**config.mk**
```make
export PLATFORM = sky130hd
export DESIGN_NAME = mul_arbiter_flat
export DESIGN_NICKNAME = d
export VERILOG_FILES = /design/src/rtl/mul_arbiter_pkg.sv /design/src/rtl/mul_arbiter_if.sv /design/src/rtl/mul_arbiter_mul_pipe.sv /design/src/rtl/mul_arbiter.sv /design/src/flat_wrapper.sv
export SDC_FILE = /design/constraint.sdc
export NUM_CORES = 1
export LEC_CHECK = 0
export ABC_AREA = 1
export CORE_ASPECT_RATIO = 1.2
export CORE_MARGIN = 1.5
export CORE_UTILIZATION = 55
export CTS_CLUSTER_SIZE = 30
export DETAILED_ROUTE_END_ITERATION = 6
export HOLD_SLACK_MARGIN = 0.06
export PLACE_DENSITY = 0.77
export SETUP_SLACK_MARGIN = 0.2
export SYNTH_ARGS = -nofsm -noshare
export SYNTH_HDL_FRONTEND = slang
export SYNTH_HIERARCHICAL = 1
export SYNTH_SLANG_ARGS = --single-unit
```
**constraint.sdc**
```tcl
create_clock -name clk -period 12.15 [get_ports clk]
set_input_delay 2.43 -clock clk [delete_from_list [all_inputs] [get_ports clk]]
set_output_delay 2.43 -clock clk [all_outputs]
set_load 0.1 [all_outputs]
```
**src/rtl/mul_arbiter_pkg.sv**
```systemverilog
// Shared datapath types for the two-requester multiplier arbiter.
package mul_arbiter_pkg;

    localparam int N_REQ  = 2;
    localparam int DATA_W = 32;

    typedef logic [DATA_W-1:0] data_t;
    typedef logic [N_REQ-1:0]  req_vec_t;
    typedef logic [0:0]        tag_t;

    // Requester index to its one-hot position in a per-requester vector.
    function automatic req_vec_t tag_to_onehot(input tag_t tag);
        req_vec_t v;
        v = '0;
        v[tag] = 1'b1;
        return v;
    endfunction

endpackage

```
**src/rtl/mul_arbiter_if.sv**
```systemverilog
// Request/response bus between the requesters and the multiplier arbiter.
interface mul_arbiter_if;
    import mul_arbiter_pkg::*;

    req_vec_t req_valid;
    req_vec_t req_ready;
    data_t    req0_a;
    data_t    req0_b;
    data_t    req1_a;
    data_t    req1_b;
    req_vec_t rsp_valid;
    data_t    rsp_data;
    logic     busy;
    data_t    op_count;

    modport master (
        output req_valid, req0_a, req0_b, req1_a, req1_b,
        input  req_ready, rsp_valid, rsp_data, busy, op_count
    );

    modport slave (
        input  req_valid, req0_a, req0_b, req1_a, req1_b,
        output req_ready, rsp_valid, rsp_data, busy, op_count
    );

endinterface

```
**src/rtl/mul_arbiter_mul_pipe.sv**
```systemverilog
// Fixed-latency multiplier pipeline; each stage carries valid, requester
// tag and product. Stage payloads only move when a valid entry moves into
// them, so the output payload holds its last valid value across bubbles.
module mul_pipe
    import mul_arbiter_pkg::*;
#(
    parameter int LATENCY = 2
) (
    input  logic  clk,
    input  logic  rst,
    input  logic  in_valid,
    input  tag_t  in_tag,
    input  data_t in_a,
    input  data_t in_b,
    output logic  out_valid,
    output tag_t  out_tag,
    output data_t out_data,
    output logic  in_flight
);

    logic  vld_q  [LATENCY];
    logic  vld_d  [LATENCY];
    tag_t  tag_q  [LATENCY];
    tag_t  tag_d  [LATENCY];
    data_t prod_q [LATENCY];
    data_t prod_d [LATENCY];
    logic  in_flight_c;

    // Next-stage contents: shift valid every cycle, payload only with valid.
    always_comb begin
        for (int i = 0; i < LATENCY; i++) begin
            vld_d[i]  = 1'b0;
            tag_d[i]  = tag_q[i];
            prod_d[i] = prod_q[i];
        end
        vld_d[0] = in_valid;
        if (in_valid) begin
            tag_d[0]  = in_tag;
            prod_d[0] = in_a * in_b;
        end
        for (int i = 1; i < LATENCY; i++) begin
            vld_d[i] = vld_q[i-1];
            if (vld_q[i-1]) begin
                tag_d[i]  = tag_q[i-1];
                prod_d[i] = prod_q[i-1];
            end
        end
    end

    // Any stage occupied means an operation is still in flight.
    always_comb begin
        in_flight_c = 1'b0;
        for (int i = 0; i < LATENCY; i++) begin
            in_flight_c = in_flight_c | vld_q[i];
        end
    end

    // Stage registers; reset drops everything in flight.
    always_ff @(posedge clk) begin
        if (rst) begin
            for (int i = 0; i < LATENCY; i++) begin
                vld_q[i]  <= 1'b0;
                tag_q[i]  <= '0;
                prod_q[i] <= '0;
            end
        end else begin
            for (int i = 0; i < LATENCY; i++) begin
                vld_q[i]  <= vld_d[i];
                tag_q[i]  <= tag_d[i];
                prod_q[i] <= prod_d[i];
            end
        end
    end

    assign out_valid = vld_q[LATENCY-1];
    assign out_tag   = tag_q[LATENCY-1];
    assign out_data  = prod_q[LATENCY-1];
    assign in_flight = in_flight_c;

endmodule

```
**src/rtl/mul_arbiter.sv**
```systemverilog
// Two-requester round-robin arbiter in front of a pipelined 32x32 multiplier.
// No response backpressure: any valid request is granted the same cycle.
module mul_arbiter
    import mul_arbiter_pkg::*;
#(
    parameter int LATENCY  = 2,
    parameter int RR_RESET = 0
) (
    input  logic          clk,
    input  logic          rst,
    mul_arbiter_if.slave  bus
);

    tag_t  prio_q, prio_d;
    data_t op_count_q, op_count_d;

    logic  grant_vld;
    tag_t  grant_id;
    data_t op_a;
    data_t op_b;

    logic  pipe_valid;
    tag_t  pipe_tag;
    data_t pipe_data;
    logic  pipe_in_flight;

    // Grant selection, operand mux, priority and counter next-state.
    always_comb begin
        grant_vld  = 1'b0;
        grant_id   = prio_q;
        prio_d     = prio_q;
        op_count_d = op_count_q;
        if (!rst) begin
            case (bus.req_valid)
                2'b01: begin grant_vld = 1'b1; grant_id = 1'b0;   end
                2'b10: begin grant_vld = 1'b1; grant_id = 1'b1;   end
                2'b11: begin grant_vld = 1'b1; grant_id = prio_q; end
                default: ;
            endcase
        end
        if (grant_vld) begin
            prio_d     = ~grant_id;
            op_count_d = op_count_q + 32'd1;
        end
        op_a = (grant_id == 1'b0) ? bus.req0_a : bus.req1_a;
        op_b = (grant_id == 1'b0) ? bus.req0_b : bus.req1_b;
    end

    // Priority pointer and accepted-operation counter.
    always_ff @(posedge clk) begin
        if (rst) begin
            prio_q     <= tag_t'(RR_RESET);
            op_count_q <= '0;
        end else begin
            prio_q     <= prio_d;
            op_count_q <= op_count_d;
        end
    end

    mul_pipe #(
        .LATENCY (LATENCY)
    ) u_pipe (
        .clk       (clk),
        .rst       (rst),
        .in_valid  (grant_vld),
        .in_tag    (grant_id),
        .in_a      (op_a),
        .in_b      (op_b),
        .out_valid (pipe_valid),
        .out_tag   (pipe_tag),
        .out_data  (pipe_data),
        .in_flight (pipe_in_flight)
    );

    assign bus.req_ready = grant_vld ? tag_to_onehot(grant_id) : '0;
    assign bus.rsp_valid = pipe_valid ? tag_to_onehot(pipe_tag) : '0;
    assign bus.rsp_data  = pipe_data;
    assign bus.busy      = pipe_in_flight;
    assign bus.op_count  = op_count_q;

endmodule
```
**src/flat_wrapper.sv**
```systemverilog
// flat-port wrapper written by rule: the top's interface ports become plain ports
module mul_arbiter_flat import mul_arbiter_pkg::*;
#(
    parameter int LATENCY  = 2,
    parameter int RR_RESET = 0
)
  (clk, rst, bus_req_valid, bus_req0_a, bus_req0_b, bus_req1_a, bus_req1_b, bus_req_ready, bus_rsp_valid, bus_rsp_data, bus_busy, bus_op_count);
  mul_arbiter_if bus_i ();
  input  logic clk;
  input  logic rst;
  input wire logic [$bits(bus_i.req_valid)-1:0] bus_req_valid;
  input wire logic [$bits(bus_i.req0_a)-1:0] bus_req0_a;
  input wire logic [$bits(bus_i.req0_b)-1:0] bus_req0_b;
  input wire logic [$bits(bus_i.req1_a)-1:0] bus_req1_a;
  input wire logic [$bits(bus_i.req1_b)-1:0] bus_req1_b;
  output wire logic [$bits(bus_i.req_ready)-1:0] bus_req_ready;
  output wire logic [$bits(bus_i.rsp_valid)-1:0] bus_rsp_valid;
  output wire logic [$bits(bus_i.rsp_data)-1:0] bus_rsp_data;
  output wire logic [$bits(bus_i.busy)-1:0] bus_busy;
  output wire logic [$bits(bus_i.op_count)-1:0] bus_op_count;
  assign bus_i.req_valid = bus_req_valid;
  assign bus_i.req0_a = bus_req0_a;
  assign bus_i.req0_b = bus_req0_b;
  assign bus_i.req1_a = bus_req1_a;
  assign bus_i.req1_b = bus_req1_b;
  assign bus_req_ready = bus_i.req_ready;
  assign bus_rsp_valid = bus_i.rsp_valid;
  assign bus_rsp_data = bus_i.rsp_data;
  assign bus_busy = bus_i.busy;
  assign bus_op_count = bus_i.op_count;
  mul_arbiter #(.LATENCY(LATENCY), .RR_RESET(RR_RESET)) u_core (.clk(clk), .rst(rst), .bus(bus_i));
endmodule
```
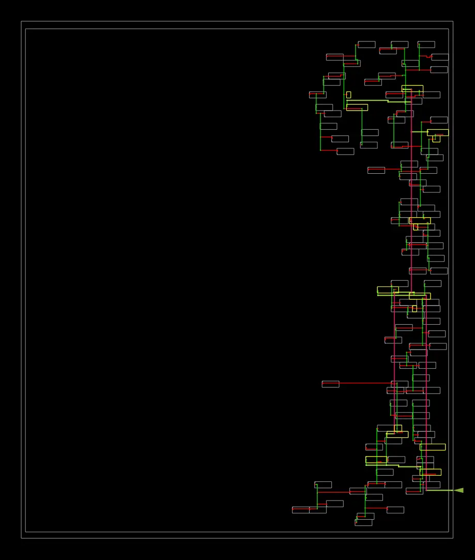
**Above:** clock routing.
total clock buffers created by CTS: 9
clock skew after layout: 0.0134 ns

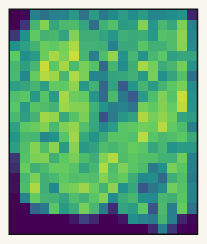
**Above:** placement density heat map.
Drawn at 1 px/um. 19 x 22 tiles, from dark purple (low) to yellow (high), 0 to 100% covered.
emptiest ninth of the die: bottom left
fullest tile: 92%
nearly empty tiles: 7.4%
mean over tiles: 57%
tiles over 75% full: 21%

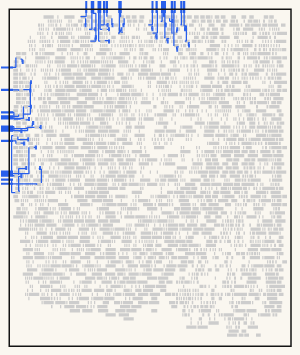
**Above:** wires at chosen ports, followed through buffers.
Drawn at 1.5 px/um.
| color | port | bits | direction | edge | end cells | wire |
|---|---|---|---|---|---|---|
| blue | `bus_req0_b` | 32 | input | 18 top, 14 left | 32 | 572 um |
PortBufs: 200
I/O pin count: 201

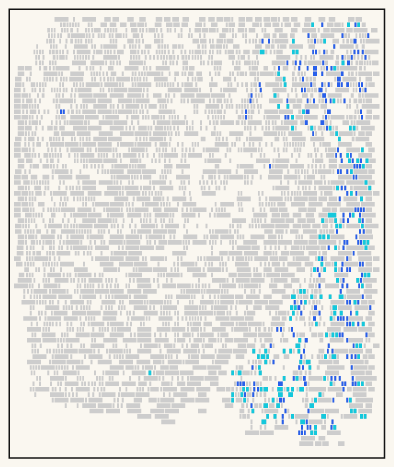
**Above:** gate families picked out.
Drawn at 2 px/um.
| color | family | cells | most used |
|---|---|---|---|
| blue | NOR gates | 217 | nor2_1 |
| cyan | inverting AOI/OAI gates | 154 | o21ai_0 |
multi-input gate share of total cell area: 0.655
non-filler instance count after layout: 3,791
most common cell after layout, fill and taps aside: sky130_fd_sc_hd__nand2_1

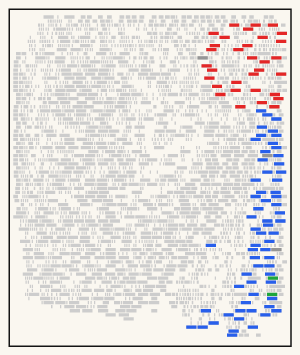
**Above:** where the registers sit.
Drawn at 1.5 px/um.
| color | netlist name | flops |
|---|---|---|
| red | `u_core/bus.op_count` | 32 |
| blue | `u_core/u_pipe/prod_q` | 64 |
| green | `u_core/u_pipe/vld_q` | 2 |
not colored: 3
Flop area: 0.00202 mm2
Layout Utilization: 0.617
share of cell area taken by flip-flops and latches: 0.0823

==> out/results.ini <==
[outcome]
status=completed

[setup_path]
worst-path-stages=29
library_cell_appearing_most_often_on_the_critical_path=sky130_fd_sc_hd__fa_1
cp_endpoint_kind=register
path_buffers=6
r2r_setup_slack_ns=3.70
worst-setup-path-type=in -> reg
worstSetupStartpoint=bus_req_valid[0]
cp_top_family=adder cells
max_stage_delay_ns=0.83

[timing]
whs_ns=0.477
setup_tns_ns=0
timing_worst_slew_pin_value_ns=1.16
timing.final.crit_period_ns=11.06
final_min_period_over_clock_period=0.910
hold_violations=0

[yosys]
library_cell_with_the_highest_instance_count_after_synthesis=sky130_fd_sc_hd__nand2_1
synth_cell_types=45

[hold_path]
worst_hold_path_type=reg -> reg

[global_route]
gr-usage-all-layers=0.301
globalRouteMet2Util=0.554
number_of_antenna_violations_at_the_first_check_in_global_routing=0
grt_max_degree=66
grt_pass1_wl_mm=99.5

[job]
tool_warnings=27

[place]
gp_congestion=0.938
placedCellCount=3776

[detailed_routing]
drt_iter0_markers=1159
dr_wl_met3_mm=3.46
wl_per_cell_um=16.3
finalWirelength_mm=61.8
routed-via-count=19399
drc=0
post_detailed_route_count_of_antenna_violating_nets=0

[clock_network]
cts.repair_timing.setup_buffer_count=0
clkTransAtPathRegs_ns=0.07
worst_skew_pair.late_latency_ns=0.36
clkSinkCount=101
ctsHoldBuffers=0
clock-root-buffer=sky130_fd_sc_hd__clkbuf_16

[final_layout]
antenna-diode-count=0

-- state kept, by name, summed over array words and instances, names as in the netlist --
| register | flops |
|---|---|
| u_core/u_pipe/prod_q | 64 |
| u_core/bus.op_count | 32 |
| u_core/u_pipe/tag_q | 2 |
| u_core/prio_q | 1 |
| u_core/u_pipe/vld_q | 2 |
-- layout make-up --
type	instances	area (um2)	area share
Inverter	887	3330	0.136
Clock buffer	9	225	0.00917
Timing Repair Buffer	222	2170	0.0882
Clock inverter	6	62.6	0.00255
Tap cell	533	667	0.0271
Sequential cell	101	2020	0.0823
Multi-Input combinational cell	2033	16100	0.655
-- worst min-delay path, delay by kind of cell, from the launching register on --
family | cells | cell delay (ns)
compound gates | 1 | 0.05
buf+inv | 1 | 0.05
flops | 1 | 0.33
-- cell families (layout without fill, tap and decap cells) --
logic type,Yosys count,after routing,synth area share
adder cells (fa/ha/maj),534,534,0.437
AND-OR/OR-AND,167,167,0.0418
buffers and inverters,1059,1124,0.188
XOR/XNOR,36,36,0.0141
flip-flops,101,101,0.0906
AND/OR/NAND/NOR,1296,1296,0.229
-- worst min path at each step --
stage,from,end,slack [ns],cells past startpoint
4_1_cts,u_core/bus.op_count[6],u_core/bus.op_count[6],0.47,2
3_3_place_gp,u_core/bus.op_count[6],u_core/bus.op_count[6],0.45,2
3_5_place_dp,u_core/bus.op_count[6],u_core/bus.op_count[6],0.46,2
6_report,u_core/bus.op_count[6],u_core/bus.op_count[6],0.48,2
5_1_grt,u_core/u_pipe/prod_q[0][21],u_core/u_pipe/prod_q[0][21],0.50,2
2_1_floorplan,u_core/u_pipe/prod_q[0][30],u_core/u_pipe/prod_q[0][62],0.43,2
-- layout by cell type (no fill, tap or decap), types with 2 or more instances in the layout --
master	count
sky130_fd_sc_hd__fa_1	408
sky130_fd_sc_hd__nand2_1	969
sky130_fd_sc_hd__xor2_1	20
sky130_fd_sc_hd__nand2_2	7
sky130_fd_sc_hd__a31oi_1	2
sky130_fd_sc_hd__o21ai_0	81
sky130_fd_sc_hd__nor3_1	14
sky130_fd_sc_hd__o21ai_1	5
sky130_fd_sc_hd__buf_4	22
sky130_fd_sc_hd__o211ai_1	9
sky130_fd_sc_hd__clkdlybuf4s50_1	200
sky130_fd_sc_hd__ha_1	126
sky130_fd_sc_hd__a21oi_1	47
sky130_fd_sc_hd__or2_2	3
sky130_fd_sc_hd__nand3b_1	5
sky130_fd_sc_hd__a31o_2	2
sky130_fd_sc_hd__or2_0	2
sky130_fd_sc_hd__inv_1	880
sky130_fd_sc_hd__nand3_1	76
sky130_fd_sc_hd__inv_2	5
sky130_fd_sc_hd__clkbuf_16	9
sky130_fd_sc_hd__nor2_1	194
sky130_fd_sc_hd__xnor2_1	16
sky130_fd_sc_hd__a211oi_1	2
sky130_fd_sc_hd__dfxtp_1	101
sky130_fd_sc_hd__clkinv_2	3
sky130_fd_sc_hd__clkinv_1	2
sky130_fd_sc_hd__o21bai_1	5
sky130_fd_sc_hd__nor2_2	8
sky130_fd_sc_hd__a21o_1	8
sky130_fd_sc_hd__nand4_1	12
